port_trees.png
Scale: 4 px per um.
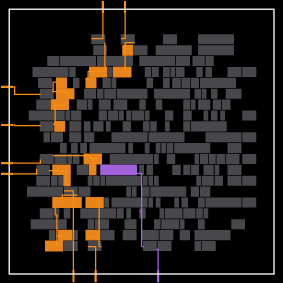
congestion_map.png
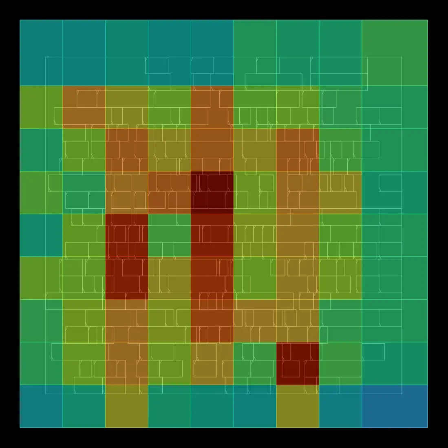
m3.png
Scale: 8 px per um. Cells faint in the background.
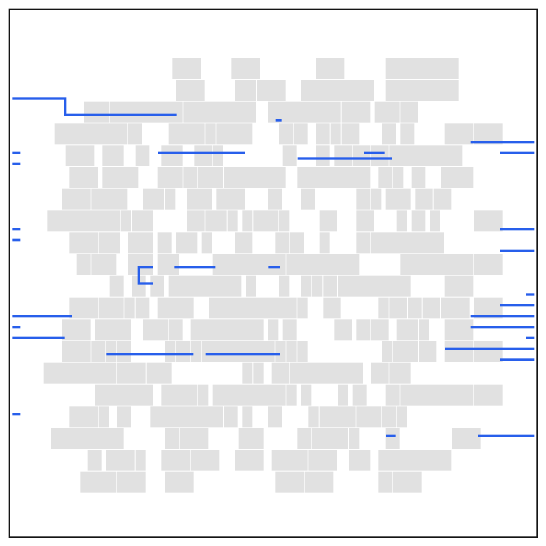
**src/rtl/mult_result_accum.sv**
```systemverilog
// Purpose: accumulates a batch of multiplier products into an ACC_W-bit sum, with a beat count and an overflow flag.
// Latency: out_valid rises 1 cycle after the closing beat. Backpressure: in_ready=0 while a result is held.
// Optional macro ACC_SATURATE_EN clamps the sum to all-ones on overflow. Without it the sum wraps.
module mult_result_accum #(
    parameter int PROD_W    = 8,
    parameter int ACC_W     = 16,
    parameter int MAX_BEATS = 15,
    parameter int CNT_W     = 4
) (
    input  logic              clk,
    input  logic              rst,
    input  logic              clr,
    input  logic              in_valid,
    output logic              in_ready,
    input  logic [PROD_W-1:0] in_prod,
    input  logic              in_last,
    output logic              out_valid,
    input  logic              out_ready,
    output logic [ACC_W-1:0]  out_sum,
    output logic [CNT_W-1:0]  out_count,
    output logic              out_ovf
);

    typedef enum logic {ACCUM, HOLD} state_t;

    state_t             state_q, state_d;
    logic [ACC_W-1:0]   acc_q, acc_d;
    logic [CNT_W-1:0]   cnt_q, cnt_d;
    logic               ovf_q, ovf_d;
    logic [ACC_W:0]     sum_ext;

    // The extra top bit of the add is the carry that flags overflow.
    assign sum_ext = (ACC_W+1)'(acc_q) + (ACC_W+1)'(in_prod);

    always_comb begin
        state_d = state_q;
        acc_d   = acc_q;
        cnt_d   = cnt_q;
        ovf_d   = ovf_q;
        if (clr) begin
            state_d = ACCUM;
            acc_d   = '0;
            cnt_d   = '0;
            ovf_d   = 1'b0;
        end else begin
            case (state_q)
                ACCUM: begin
                    if (in_valid) begin
                        if (cnt_q == '0) begin
                            acc_d = ACC_W'(in_prod);
                            cnt_d = CNT_W'(1);
                        end else begin
                            ovf_d = ovf_q | sum_ext[ACC_W];
`ifdef ACC_SATURATE_EN
                            acc_d = (ovf_q || sum_ext[ACC_W]) ? '1 : sum_ext[ACC_W-1:0];
`else
                            acc_d = sum_ext[ACC_W-1:0];
`endif
                            cnt_d = cnt_q + CNT_W'(1);
                        end
                        // A last beat that also hits the limit still closes only once.
                        if (in_last || (cnt_d == CNT_W'(MAX_BEATS)))
                            state_d = HOLD;
                    end
                end
                HOLD: begin
                    if (out_ready) begin
                        state_d = ACCUM;
                        acc_d   = '0;
                        cnt_d   = '0;
                        ovf_d   = 1'b0;
                    end
                end
                default: state_d = ACCUM;
            endcase
        end
    end

    always_ff @(posedge clk or posedge rst) begin
        if (rst) begin
            state_q <= ACCUM;
            acc_q   <= '0;
            cnt_q   <= '0;
            ovf_q   <= 1'b0;
        end else begin
            state_q <= state_d;
            acc_q   <= acc_d;
            cnt_q   <= cnt_d;
            ovf_q   <= ovf_d;
        end
    end

    assign in_ready  = (state_q == ACCUM);
    assign out_valid = (state_q == HOLD);
    assign out_sum   = acc_q;
    assign out_count = cnt_q;
    assign out_ovf   = ovf_q;

endmodule

```
**config.mk**
```make
export PLATFORM = sky130hd
export DESIGN_NAME = mult_result_accum
export DESIGN_NICKNAME = d
export VERILOG_FILES = /design/src/rtl/mult_result_accum.sv
export SDC_FILE = /design/constraint.sdc
export NUM_CORES = 1
export LEC_CHECK = 0
export CORE_MARGIN = 4
export CORE_UTILIZATION = 45
export CTS_BUF_LIST = sky130_fd_sc_hd__clkbuf_16
export DETAILED_ROUTE_END_ITERATION = 7
export GPL_TIMING_DRIVEN = 0
export PLACE_DENSITY_LB_ADDON = 0.1
export SYNTH_ARGS = -nofsm -noshare
export SYNTH_HDL_FRONTEND = slang
export SYNTH_SLANG_ARGS = --single-unit
```
**constraint.sdc**
```tcl
create_clock -name clk -period 3.5 [get_ports clk]
set_clock_uncertainty 0.1 [all_clocks]
set_input_delay 0.7 -clock clk [delete_from_list [all_inputs] [get_ports clk]]
set_output_delay 0.7 -clock clk [all_outputs]
set_load 0.005 [all_outputs]
```
==> impl_metrics.toml <==
# physical design summary
[outcome]
status = "finished, final reports clean"

[floorplan]
die_h_um = 65.8
die_width_um = 65.8

[clock_tree]
cts_sinks = 22
clk_pin_slew_worst_paths_ns = 0.06
cts_buffers = 3
cts_buffer_depth = 2

[yosys]
ff_type = "dfrtp_1"
topCellsByArea = "dfrtp_1 37%, ha_1 9.2%, o21ai_0 7.3%"
synth_nets = 199
synth_seq_share_pct = 36.6
ys_chip_area_um2 = 1500
top_cells_by_count = "22 x dfrtp_1, 22 x o21ai_0, 17 x nand2_1"

[placement]
placed_area_um2 = 1920

[flow_run]
max-cap-violations = 0

[finish]
diodes = 0
final_nets = 240
postLayoutCellArea_um2 = 2020

[pwr]
leakage_nw = 0.879

[detailed_routing]
drt-total-wl_um = 3640
vias_per_cell = 5.50
drtIter0Drc = 79

[sta]
finalCritPeriodShare_pct = 84.0
max_slew_margin_pct = 41.4
period_needed_ns = 2.94

[grt]
grtUsageTotal_pct = 18.6
Back to the opening pictures, port_trees.png:
| port | color | direction | end cells | buffers | wire |
|---|---|---|---|---|---|
| `in_prod` | orange | input | 17 | 8 | 174 um |
| `out_ovf` | purple | output | 1 | 1 | 26.7 um |

Back to the opening pictures, congestion_map.png:
fin util: 64.7%
busiest grt layer: met2
WL/cell: 14.1 um
global routing usage on met3: 2.55%

Back to the opening pictures, m3.png:
nets with wire on the layer: 28
main direction: horizontal
longest straight run: 13.8 um

-- power by group --
group          leakage (nW)  switching, mW  internal [mW]
clock network        0.0511         0.0954          0.227
registers             0.301         0.0137          0.268
logic                 0.527          0.105         0.0972
-- layer usage --
layer / up-vias / share of wire, % / track usage, %
li1: 690 / - / -
met1: 682 / 44 / 22.0
met2: 36 / 51 / 33.8
met3: 5 / 4.3 / 2.55
met4: 0 / 1.3 / 6.74
met5: - / 0 / 0
-- final cells by class --
class,count,area (um^2),share of cell area [%]
repair buffers,36,360,17.8
plain buffers,4,22.5,1.11
inverters,9,33.8,1.67
clock buffers,3,75.1,3.71
flip-flops and latches,22,551,27.2
well taps,44,55.1,2.72
clock inverters,1,30.0,1.48
multi-input cells,138,897,44.3
-- final timing paths --
check / start / endpoint / slack (ns) / cells past startpoint
max: in_prod[0] / out_sum[12] / 0.56 / 9
min: out_sum[2] / out_sum[2] / 0.43 / 2
min reg2reg: out_sum[2] / out_sum[2] / 0.43 / 2
max in group asynchronous: rst / out_valid / 1.93 / 2
min in group asynchronous: rst / out_sum[3] / 0.83 / 2
max reg2reg: out_sum[0] / out_sum[12] / 1.06 / 8
-- critical path, cell delays in order --
cell	delay (ns)
clkdlybuf4s50_1	0.43
ha_1	0.23
fa_1	0.44
a211o_1	0.33
a211oi_1	0.30
nor2_1	0.16
nand4_1	0.14
xor2_1	0.17
nor2_1	0.06
-- sequential cells by signal (all words and copies together) (netlist names) --
signal	count
out_sum	16
out_count	4
out_valid	1
out_ovf	1
-- through the flow --
| stage | power, mW | instances | setup WS, ns |
|---|---|---|---|
| 5_1_grt | 0.845 | 257 | 0.398 |
| 4_1_cts | 0.810 | 257 | 0.563 |
| 3_3_place_gp | 0.480 | 253 | 0.339 |
| 2_1_floorplan | 0.410 | 173 | 0.978 |
| 6_report | 0.806 | 257 | 0.559 |
| 3_5_place_dp | 0.486 | 253 | 0.307 |
-- cells in the final DEF (no fill, tap or decap), drive strengths merged, types with 3 or more instances in the layout --
master / Yosys / routed
a21oi: 17 / 17
or3: 6 / 6
clkdlybuf4s50: 0 / 36
ha: 11 / 11
nor2: 14 / 14
xnor2: 4 / 4
o21ai: 23 / 23
a21o: 4 / 4
dfrtp: 22 / 22
xor2: 5 / 5
clkbuf: 3 / 6
nand3: 5 / 5
nand4: 3 / 3
nand2: 18 / 18
mux2i: 3 / 3
inv: 9 / 9
a22oi: 4 / 4
and2: 3 / 3
a31oi: 3 / 3
-- cell families after synthesis --
group,Yosys count,synth area share (%)
adder cells (fa/ha/maj),12,10.5
buffers and inverters,13,3.74
AND/OR/NAND/NOR,58,19.1
multiplexers,3,2.00
flip-flops,22,36.6
AND-OR/OR-AND,56,22.9
XOR/XNOR,9,5.24
Power and IR drop assume default switching activity.
